<file path="src/rtl/mem_arb_pkg.sv">
// Shared types for the memory-port arbiter: FSM states and requester identity.
package mem_arb_pkg;

    typedef enum logic [1:0] {
        IDLE        = 2'd0,
        INSTR_BURST = 2'd1,
        DATA_BURST  = 2'd2
    } t_arb_state;

    typedef enum logic {
        REQ_INSTR = 1'b0,
        REQ_DATA  = 1'b1
    } t_requester;

    // Round-robin tie break: the side that did not win last time.
    function automatic t_requester rr_pick(input t_requester last_winner);
        return (last_winner == REQ_INSTR) ? REQ_DATA : REQ_INSTR;
    endfunction

endpackage

</file>
<file path="src/rtl/mem_port_arbiter_if.sv">
// Requester and memory-port signals of the arbiter; master = arbiter view, slave = environment view.
interface mem_port_arbiter_if #(
    parameter int ADDR_W = 64,
    parameter int DATA_W = 32
);
    logic              i_instr_req;
    logic [ADDR_W-1:0] i_instr_addr;
    logic              o_instr_busy;
    logic              o_instr_valid;
    logic              o_instr_done;
    logic              i_data_req;
    logic              i_data_we;
    logic [ADDR_W-1:0] i_data_addr;
    logic [DATA_W-1:0] i_data_wdata;
    logic              o_data_busy;
    logic              o_data_valid;
    logic              o_data_wack;
    logic              o_data_done;
    logic [DATA_W-1:0] o_rdata;
    logic              o_mem_valid;
    logic              o_mem_we;
    logic [ADDR_W-1:0] o_mem_addr;
    logic [DATA_W-1:0] o_mem_wdata;
    logic              i_mem_ready;
    logic [DATA_W-1:0] i_mem_rdata;

    modport master (
        input  i_instr_req, i_instr_addr, i_data_req, i_data_we, i_data_addr, i_data_wdata,
               i_mem_ready, i_mem_rdata,
        output o_instr_busy, o_instr_valid, o_instr_done, o_data_busy, o_data_valid,
               o_data_wack, o_data_done, o_rdata, o_mem_valid, o_mem_we, o_mem_addr, o_mem_wdata
    );

    modport slave (
        output i_instr_req, i_instr_addr, i_data_req, i_data_we, i_data_addr, i_data_wdata,
               i_mem_ready, i_mem_rdata,
        input  o_instr_busy, o_instr_valid, o_instr_done, o_data_busy, o_data_valid,
               o_data_wack, o_data_done, o_rdata, o_mem_valid, o_mem_we, o_mem_addr, o_mem_wdata
    );
endinterface

</file>
<file path="src/rtl/mem_port_arbiter_burst_counter.sv">
// Beat counter for one burst; wraps naturally because BURST_LEN is a power of two.
module burst_counter #(
    parameter int BURST_LEN = 16,
    localparam int CNT_W    = $clog2(BURST_LEN)
) (
    input  logic             i_clk,
    input  logic             i_arst,
    input  logic             i_clear,
    input  logic             i_en,
    output logic [CNT_W-1:0] o_count,
    output logic             o_last
);
    logic [CNT_W-1:0] r_count;

    always_ff @(posedge i_clk or posedge i_arst) begin
        if (i_arst) begin
            r_count <= '0;
        end else if (i_clear) begin
            r_count <= '0;
        end else if (i_en) begin
            r_count <= r_count + CNT_W'(1);
        end
    end

    assign o_count = r_count;
    assign o_last  = (r_count == CNT_W'(BURST_LEN - 1));
endmodule

</file>
<file path="src/rtl/mem_port_arbiter.sv">
// Arbitrates the I-refill and D-refill/write-back paths onto one burst memory port.
// Define MEM_ARB_DATA_PRIORITY_EN for fixed data-side priority on ties; otherwise round-robin.
module mem_port_arbiter
    import mem_arb_pkg::*;
#(
    parameter int ADDR_W    = 64,
    parameter int DATA_W    = 32,
    parameter int BURST_LEN = 16
) (
    input  logic                i_clk,
    input  logic                i_arst,
    mem_port_arbiter_if.master  bus
);
    localparam int CNT_W = $clog2(BURST_LEN);
    localparam int STEP  = DATA_W / 8;

    t_arb_state        r_state;
    t_arb_state        w_state_next;
    logic [ADDR_W-1:0] r_base_addr;
    logic              r_we;
    logic              w_grant;
    t_requester        w_grant_side;
    t_requester        w_tie_winner;
    logic              w_busy;
    logic              w_xfer;
    logic              w_last;
    logic              w_done;
    logic              w_rd_xfer;
    logic [CNT_W-1:0]  w_count;
    logic [ADDR_W-1:0] w_beat_addr;

`ifdef MEM_ARB_DATA_PRIORITY_EN
    assign w_tie_winner = REQ_DATA;
`else
    t_requester r_last_winner;

    always_ff @(posedge i_clk or posedge i_arst) begin
        if (i_arst) begin
            r_last_winner <= REQ_INSTR;
        end else if (w_done) begin
            r_last_winner <= (r_state == DATA_BURST) ? REQ_DATA : REQ_INSTR;
        end
    end

    assign w_tie_winner = rr_pick(r_last_winner);
`endif

    assign w_busy = (r_state == INSTR_BURST) || (r_state == DATA_BURST);
    assign w_xfer = w_busy && bus.i_mem_ready;
    assign w_done = w_xfer && w_last;

    always_comb begin
        w_state_next = r_state;
        w_grant      = 1'b0;
        w_grant_side = REQ_INSTR;
        case (r_state)
            IDLE: begin
                if (bus.i_instr_req && bus.i_data_req) begin
                    w_grant      = 1'b1;
                    w_grant_side = w_tie_winner;
                end else if (bus.i_instr_req) begin
                    w_grant      = 1'b1;
                    w_grant_side = REQ_INSTR;
                end else if (bus.i_data_req) begin
                    w_grant      = 1'b1;
                    w_grant_side = REQ_DATA;
                end
                if (w_grant) begin
                    w_state_next = (w_grant_side == REQ_DATA) ? DATA_BURST : INSTR_BURST;
                end
            end
            INSTR_BURST, DATA_BURST: begin
                if (w_done) begin
                    w_state_next = IDLE;
                end
            end
            default: w_state_next = IDLE;
        endcase
    end

    always_ff @(posedge i_clk or posedge i_arst) begin
        if (i_arst) begin
            r_state     <= IDLE;
            r_base_addr <= '0;
            r_we        <= 1'b0;
        end else begin
            r_state <= w_state_next;
            if (w_grant) begin
                r_base_addr <= (w_grant_side == REQ_DATA) ? bus.i_data_addr : bus.i_instr_addr;
                r_we        <= (w_grant_side == REQ_DATA) && bus.i_data_we;
            end
        end
    end

    // Cleared while idle so every new burst starts at beat 0, including after an abort.
    burst_counter #(.BURST_LEN(BURST_LEN)) u_burst_counter (
        .i_clk   (i_clk),
        .i_arst  (i_arst),
        .i_clear (w_done || !w_busy),
        .i_en    (w_xfer),
        .o_count (w_count),
        .o_last  (w_last)
    );

    assign w_beat_addr = r_base_addr + ADDR_W'(w_count) * ADDR_W'(STEP);
    assign w_rd_xfer   = w_xfer && !r_we;

    assign bus.o_instr_busy  = (r_state == INSTR_BURST);
    assign bus.o_instr_valid = (r_state == INSTR_BURST) && w_rd_xfer;
    assign bus.o_instr_done  = (r_state == INSTR_BURST) && w_done;
    assign bus.o_data_busy   = (r_state == DATA_BURST);
    assign bus.o_data_valid  = (r_state == DATA_BURST) && w_rd_xfer;
    assign bus.o_data_wack   = (r_state == DATA_BURST) && w_xfer && r_we;
    assign bus.o_data_done   = (r_state == DATA_BURST) && w_done;
    assign bus.o_rdata       = w_rd_xfer ? bus.i_mem_rdata : '0;
    assign bus.o_mem_valid   = w_busy;
    assign bus.o_mem_we      = (r_state == DATA_BURST) && r_we;
    assign bus.o_mem_addr    = w_busy ? w_beat_addr : '0;
    assign bus.o_mem_wdata   = ((r_state == DATA_BURST) && r_we) ? bus.i_data_wdata : '0;
endmodule

</file>
<file path="src/flat_wrapper.sv">
// flat-port wrapper written by rule: the top's interface ports become plain ports
module mem_port_arbiter_flat import mem_arb_pkg::*;
#(
    parameter int ADDR_W    = 64,
    parameter int DATA_W    = 32,
    parameter int BURST_LEN = 16
)
  (i_clk, i_arst, bus_i_instr_req, bus_i_instr_addr, bus_i_data_req, bus_i_data_we, bus_i_data_addr, bus_i_data_wdata, bus_i_mem_ready, bus_i_mem_rdata, bus_o_instr_busy, bus_o_instr_valid, bus_o_instr_done, bus_o_data_busy, bus_o_data_valid, bus_o_data_wack, bus_o_data_done, bus_o_rdata, bus_o_mem_valid, bus_o_mem_we, bus_o_mem_addr, bus_o_mem_wdata);
  mem_port_arbiter_if #(.ADDR_W(ADDR_W), .DATA_W(DATA_W)) bus_i ();
  input  logic i_clk;
  input  logic i_arst;
  input wire logic [$bits(bus_i.i_instr_req)-1:0] bus_i_instr_req;
  input wire logic [$bits(bus_i.i_instr_addr)-1:0] bus_i_instr_addr;
  input wire logic [$bits(bus_i.i_data_req)-1:0] bus_i_data_req;
  input wire logic [$bits(bus_i.i_data_we)-1:0] bus_i_data_we;
  input wire logic [$bits(bus_i.i_data_addr)-1:0] bus_i_data_addr;
  input wire logic [$bits(bus_i.i_data_wdata)-1:0] bus_i_data_wdata;
  input wire logic [$bits(bus_i.i_mem_ready)-1:0] bus_i_mem_ready;
  input wire logic [$bits(bus_i.i_mem_rdata)-1:0] bus_i_mem_rdata;
  output wire logic [$bits(bus_i.o_instr_busy)-1:0] bus_o_instr_busy;
  output wire logic [$bits(bus_i.o_instr_valid)-1:0] bus_o_instr_valid;
  output wire logic [$bits(bus_i.o_instr_done)-1:0] bus_o_instr_done;
  output wire logic [$bits(bus_i.o_data_busy)-1:0] bus_o_data_busy;
  output wire logic [$bits(bus_i.o_data_valid)-1:0] bus_o_data_valid;
  output wire logic [$bits(bus_i.o_data_wack)-1:0] bus_o_data_wack;
  output wire logic [$bits(bus_i.o_data_done)-1:0] bus_o_data_done;
  output wire logic [$bits(bus_i.o_rdata)-1:0] bus_o_rdata;
  output wire logic [$bits(bus_i.o_mem_valid)-1:0] bus_o_mem_valid;
  output wire logic [$bits(bus_i.o_mem_we)-1:0] bus_o_mem_we;
  output wire logic [$bits(bus_i.o_mem_addr)-1:0] bus_o_mem_addr;
  output wire logic [$bits(bus_i.o_mem_wdata)-1:0] bus_o_mem_wdata;
  assign bus_i.i_instr_req = bus_i_instr_req;
  assign bus_i.i_instr_addr = bus_i_instr_addr;
  assign bus_i.i_data_req = bus_i_data_req;
  assign bus_i.i_data_we = bus_i_data_we;
  assign bus_i.i_data_addr = bus_i_data_addr;
  assign bus_i.i_data_wdata = bus_i_data_wdata;
  assign bus_i.i_mem_ready = bus_i_mem_ready;
  assign bus_i.i_mem_rdata = bus_i_mem_rdata;
  assign bus_o_instr_busy = bus_i.o_instr_busy;
  assign bus_o_instr_valid = bus_i.o_instr_valid;
  assign bus_o_instr_done = bus_i.o_instr_done;
  assign bus_o_data_busy = bus_i.o_data_busy;
  assign bus_o_data_valid = bus_i.o_data_valid;
  assign bus_o_data_wack = bus_i.o_data_wack;
  assign bus_o_data_done = bus_i.o_data_done;
  assign bus_o_rdata = bus_i.o_rdata;
  assign bus_o_mem_valid = bus_i.o_mem_valid;
  assign bus_o_mem_we = bus_i.o_mem_we;
  assign bus_o_mem_addr = bus_i.o_mem_addr;
  assign bus_o_mem_wdata = bus_i.o_mem_wdata;
  mem_port_arbiter #(.ADDR_W(ADDR_W), .DATA_W(DATA_W), .BURST_LEN(BURST_LEN)) u_core (.i_clk(i_clk), .i_arst(i_arst), .bus(bus_i));
endmodule
</file>
<file path="config.mk">
export PLATFORM = sky130hd
export DESIGN_NAME = mem_port_arbiter_flat
export DESIGN_NICKNAME = d
export VERILOG_FILES = /design/src/rtl/mem_arb_pkg.sv /design/src/rtl/mem_port_arbiter_if.sv /design/src/rtl/mem_port_arbiter_burst_counter.sv /design/src/rtl/mem_port_arbiter.sv /design/src/flat_wrapper.sv
export SDC_FILE = /design/constraint.sdc
export NUM_CORES = 1
export LEC_CHECK = 0
export CORE_MARGIN = 2
export CORE_UTILIZATION = 30
export DETAILED_ROUTE_END_ITERATION = 10
export GPL_TIMING_DRIVEN = 0
export PLACE_DENSITY = 0.74
export SLEW_MARGIN = 10
export SYNTH_ARGS = -nofsm -noshare
export SYNTH_HDL_FRONTEND = slang
export SYNTH_SLANG_ARGS = --single-unit
export TNS_END_PERCENT = 100
</file>
<file path="constraint.sdc">
create_clock -name i_clk -period 4.1 [get_ports i_clk]
set_input_delay 0.82 -clock i_clk [delete_from_list [all_inputs] [get_ports i_clk]]
set_output_delay 0.82 -clock i_clk [all_outputs]
set_load 0.05 [all_outputs]
</file>
**Run 1: cell density map**

Drawn at 3 px/um. The die is cut into 14 by 14 equal tiles; black is low, pale yellow is high, 0 to 100% covered.
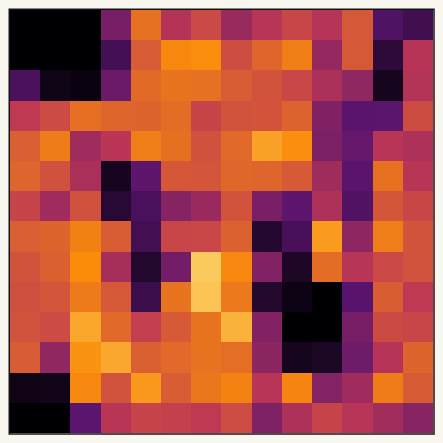
nearly empty tiles: 5.6%
tiles over 75% full: 5.6%
emptiest ninth of the die: top left
densest ninth of the die: top middle

**Run 1: clock routing**

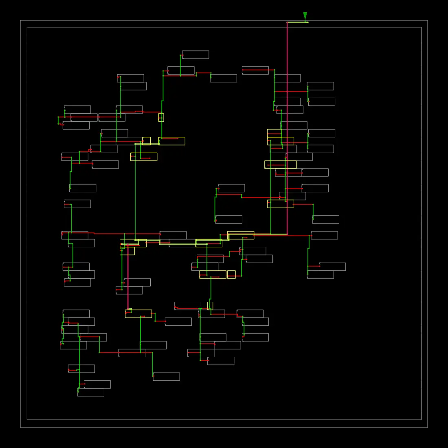
Seq Cell Count: 72
Clock Sinks: 72
Clock Skews: 6.32 ps

**Run 1: placement by cell class**

Drawn at 2 px/um.
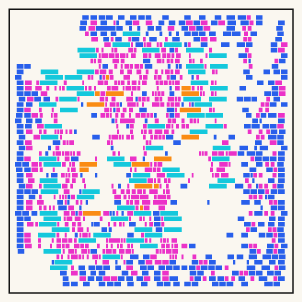
| class | color | cells | share of their area |
|---|---|---|---|
| clock drivers and dummy loads | orange | 16 | 3.3% |
| other buffers and delay cells | blue | 385 | 38% |
| flip-flops | cyan | 72 | 19% |
| all other logic | magenta | 588 | 39% |
fin area: 9650 um^2
fraction of area in registers: 18.7%

**Run 1: routed metal, one color a layer**

Drawn at 2 px/um.
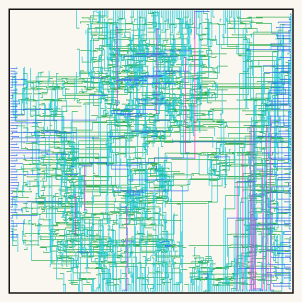
| layer | color | wire length |
|---|---|---|
| met1 | green | 9680 um |
| met3 | blue | 1750 um |
| met4 | magenta | 884 um |
| met2 | cyan | 12000 um |

==> reports/results.txt, run 1 <==
Status: complete, no violations
CP Depth: 9
Most common cell in the netlist: nand2_1
Post-synth seq share: 32.0%
GR peak layer: met2
CP Capture Point: bus_o_mem_addr[52]
Reg-to-reg endpoint: u_core.r_base_addr[42]
Row count: 50
P_clk: 805 uW
Post-CTS sizing: 86
P&R area growth vs syn: 71.1%
Number of max-slew violations in the final report: 0
Area leader share: 32.0%
Antenna violations before repair: 2
Most frequent cells after synthesis: 107 x nand2_1, 81 x o21ai_0, 72 x dfrtp_1, 68 x mux2i_1, 46 x and2_1
GR Overflow Total: 0
Worst rel slew slack: 46.0%
Vias: 6676
Tool Warnings: 28
Wl on met1: 9680 um
Max reg flops: 64
Internal cell power: 2.85 mW
Port-buffer cells: 334
Met1 Resource Use GR: 28.1%
Final Hold Vio Count: 0
Layout cells sized above 1: 7.16%
Post-Place Cells: 1275
Max frequency: 0.252 GHz
Required time worst endpoint: 3280 ps
Area after DPL: 9310 um^2
Post-CTS Setup Bufs: 0
Worst Max-Slew Pin Slew: 810 ps
Seq pwr: 1.49 mW
Top class by area: logic gates
Clock Tree Buf Depth: 2
End of the worst hold path: u_core.r_base_addr[1]
Crit-path slowest cell: clkdlybuf4s15_1
Critical Path Source: u_core.u_burst_counter.o_count[0]
Non-filler cells, final: 1297
Max cap viols: 0
Reg2reg setup slack: 1470 ps
Clock buffer count: 11
Largest net degree at the start of global routing: 51
Max VDD drop: 0.324 mV
I/O Pins: 335
Worst path cell trace: ha_1 > fa_1 > a211oi_1 > nor3_2 > and3_1 > clkbuf_1 > a31o_2 > a21oi_1 > clkdlybuf4s15_1
Clk slew on worst S/H paths: 60 ps
Vias in the first global route: 6441
Top Consumer: combinational logic
Detailed Place HPWL: 19700 um
Lkg Pwr: 4.54 nW
DRC viols: 0
Post-Syn Area: 5640 um^2
Met2 usage: 41.3%
Setup Slack @ Placement: -423 ps
Post-synth EDFFs: 0
Final setup fails: 0
Gr usage total: 23.7%
Detailed Route Iter0 Violations: 369
Post-layout nets: 1263
Via density: 5.15
Adder Area Share: 2.13%
Clock Power Share: 12.3%
Cts bufs inserted: 9
Yosys warning tally: 0
MUX area fraction: 12.5%
Fin crit period: 3970 ps
Yosys xor share: 3.57%
MI comb area: 3620 um^2
FP Util: 30.4%
CP bufs+invs: 2
Post-synth ARST share: 100%
Fin util: 51.9%
CTS Root Cell: clkbuf_16
Mapped Cells: 706
Crit path kind: reg -> out
Switching share of total power: 56.5%
Non-clk buf share: 37.1%
Worst Hold Depth: 2
Signal inverters: 11
Net Count, Synth: 913
Post-route setup slack: 126 ps
Worst Hold Launch: u_core.r_base_addr[1]
# fillers: 1766
Num tapcells: 234
Chip area: 19900 um^2
Worst-Skew Late Latency: 330 ps
Grt met3 use: 4.69%
Power, Total: 6.55 mW
First-pass GRT wire length: 36300 um
Most numerous logic cells after layout: 256 x clkdlybuf4s50_1, 107 x nand2_1, 81 x o21ai_0
R2R Path Start: u_core.r_last_winner
# diodes: 2
DRT Wirelength: 24300 um
Largest fanout on the critical path: 6
Switching pwr: 3.70 mW
CTS tree: done
CP max stage delay: 520 ps
Avg Inst Size Synth: 7.99 um^2
Yosys top cell by area: dfrtp_1
Flop pwr share: 22.8%
Fin Setup TNS: 0 ps
RD Place Congestion: 0.898
Post-layout period usage: 96.9%
Yosys cell types: 50
Largest cells by area after synthesis: dfrtp_1 32%, mux2i_1 12%, o21ai_0 7.2%, nand2_1 7.1%, and2_1 5.1%
CP arrival: 3150 ps
Min Hold Slack: 486 ps
Buffers outside the clock class: 385
Highest routed layer: met4
Die Wd: 141 um
Avg WL per Cell: 18.8 um
R2r worst-path depth: 5
Pwr Density: 679 nW/um^2
HP Class: reg -> reg
Seq cells post-synth: 72
Worst Setup Start Kind: flop
Top Family by Delay on Critical Path: adder cells
Drt first pass iters: 4
Post-CTS Hold Buffers: 0
Comb power frac: 64.9%
Core Box Area: 18600 um^2
YS chip area: 5640 um^2
Final clock-cell share: 3.19%
Ys flop type: dfrtp_1
Combinational Gates: 577
H-tree levels: 3
Comb power: 4.25 mW
Final ANT Viol Nets: 0
Multi-input gate share of total cell area: 37.5%
Most frequent logic cell in the layout: clkdlybuf4s50_1
Top reg by flops: u_core.r_base_addr
AO/OA Area Share: 14.7%
Worst setup EP type: output pin
Comb area leader: simple AND/OR/NAND/NOR gates
Die height: 141 um
Sequential Area: 1800 um^2
WL met2: 12000 um
Simple logic cell fraction of the synthesized area: 31.1%
Met3 WL: 1750 um
**Run 1: pin placement**

Drawn at 3 px/um. Pins as bars across the die edge, other pins in gray.
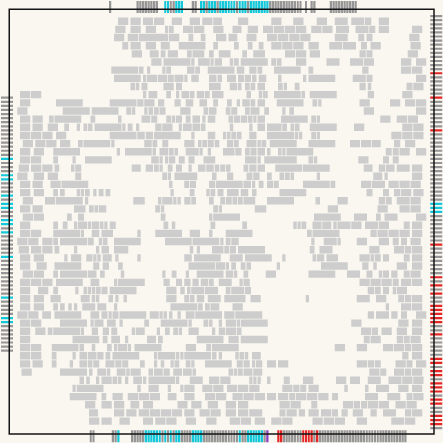

--- run 2 (diff from run 1) ---
--- a/config.mk
+++ b/config.mk
@@ -9,7 +9,8 @@
 export CORE_UTILIZATION = 30
 export DETAILED_ROUTE_END_ITERATION = 10
 export GPL_TIMING_DRIVEN = 0
-export PLACE_DENSITY = 0.74
+export PLACE_DENSITY = 0.66
+export SETUP_SLACK_MARGIN = 0.5
 export SLEW_MARGIN = 10
 export SYNTH_ARGS = -nofsm -noshare
 export SYNTH_HDL_FRONTEND = slang
**Run 2: pin placement**

Drawn at 3 px/um. Pins as bars across the die edge, other pins in gray.
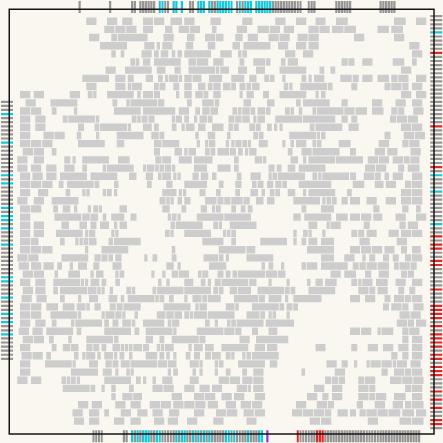
| port | color | pins | direction | edge |
|---|---|---|---|---|
| bus_o_mem_addr | cyan | 64 | output | 25 top, 20 bottom, 15 left, 4 right |
| bus_i_data_wdata | red | 32 | input | 28 right, 4 bottom |
| bus_i_mem_ready | purple | 1 | input | bottom |
Port-buffer cells: 334
Die Wd: 141 um
die height: 141 um

==> run 2 against run 1 <==
Clock power is 22% higher. Global-route usage increased by 1.1 points. Clock skew is 2.0 ps higher. Critical path depth decreased by 2. Synthesized area is the same. Synthesized cell count stayed put. Sequential share of layout area decreased by 0.36 points. Fmax is 9.9% higher. Largest power group unchanged.
==> reports/results.txt, run 2 <==
Yosys xor share: 3.57% (unchanged)
Worst rel slew slack: 47.0% (was 46.0%)
Detailed Route Iter0 Violations: 411 (was 369)
Top Consumer: combinational logic (unchanged)
Max frequency: 0.277 GHz (was 0.252 GHz)
WL met2: 13000 um (was 12000 um)
Post-Syn Area: 5640 um^2 (unchanged)
CP arrival: 2800 ps (was 3150 ps)
Pwr Density: 696 nW/um^2 (was 679 nW/um^2)
Clock Tree Buf Depth: 2 (unchanged)
Worst Hold Depth: 2 (unchanged)
Post-CTS Hold Buffers: 0 (unchanged)
Met3 WL: 1490 um (was 1750 um)
Worst Hold Launch: u_core.r_base_addr[0] (was u_core.r_base_addr[1])
Core Box Area: 18600 um^2 (unchanged)
MI comb area: 3750 um^2 (was 3620 um^2)
Row count: 50 (unchanged)
Detailed Place HPWL: 20000 um (was 19700 um)
Min Hold Slack: 474 ps (was 486 ps)
Most frequent logic cell in the layout: clkdlybuf4s50_1 (unchanged)
Reg-to-reg endpoint: u_core.r_base_addr[2] (was u_core.r_base_addr[42])
Post-Place Cells: 1275 (unchanged)
Fraction of area in registers: 18.3% (was 18.7%)
Seq Cell Count: 72 (unchanged)
Seq cells post-synth: 72 (unchanged)
Final clock-cell share: 3.75% (was 3.19%)
Net Count, Synth: 913 (unchanged)
Largest net degree at the start of global routing: 49 (was 51)
Vias: 6730 (was 6676)
I/O Pins: 335 (unchanged)
Power, Total: 6.86 mW (was 6.55 mW)
Clock Sinks: 72 (unchanged)
Most frequent cells after synthesis: 107 x nand2_1, 81 x o21ai_0, 72 x dfrtp_1, 68 x mux2i_1, 46 x and2_1 (unchanged)
Switching share of total power: 55.4% (was 56.5%)
Fin util: 53.0% (was 51.9%)
P_clk: 982 uW (was 805 uW)
Cts bufs inserted: 9 (unchanged)
CP bufs+invs: 1 (was 2)
Mapped Cells: 706 (unchanged)
P&R area growth vs syn: 74.7% (was 71.1%)
Crit path kind: reg -> out (unchanged)
Comb power: 4.37 mW (was 4.25 mW)
Tool Warnings: 30 (was 28)
# fillers: 1814 (was 1766)
Most numerous logic cells after layout: 239 x clkdlybuf4s50_1, 107 x nand2_1, 81 x o21ai_0 (was 256 x clkdlybuf4s50_1, 107 x nand2_1, 81 x o21ai_0)
CTS Root Cell: clkbuf_16 (unchanged)
Clock Power Share: 14.3% (was 12.3%)
Worst path cell trace: ha_4 > nand4_1 > o22ai_4 > nand4_2 > or4_1 > a21oi_1 > clkbuf_4 (was ha_1 > fa_1 > a211oi_1 > nor3_2 > and3_1 > clkbuf_1 > a31o_2 > a21oi_1 > clkdlybuf4s15_1)
R2R Path Start: u_core.r_last_winner (unchanged)
Fin crit period: 3620 ps (was 3970 ps)
Max VDD drop: 0.281 mV (was 0.324 mV)
Yosys warning tally: 0 (unchanged)
Status: complete, no violations (unchanged)
Grt met3 use: 4.89% (was 4.69%)
DRC viols: 0 (unchanged)
Most common cell in the netlist: nand2_1 (unchanged)
Num tapcells: 234 (unchanged)
Reg2reg setup slack: 1510 ps (was 1470 ps)
Required time worst endpoint: 3280 ps (about the same)
Clock buffer count: 9 (was 11)
End of the worst hold path: u_core.r_base_addr[0] (was u_core.r_base_addr[1])
Drt first pass iters: 5 (was 4)
Critical Path Source: u_core.u_burst_counter.o_count[2] (was u_core.u_burst_counter.o_count[0])
Yosys top cell by area: dfrtp_1 (unchanged)
Layout cells sized above 1: 15.7% (was 7.16%)
Top class by area: logic gates (unchanged)
CP max stage delay: 540 ps (was 520 ps)
CTS tree: done (unchanged)
Power figures rest on the tool's default switching activity, not on a simulated workload.
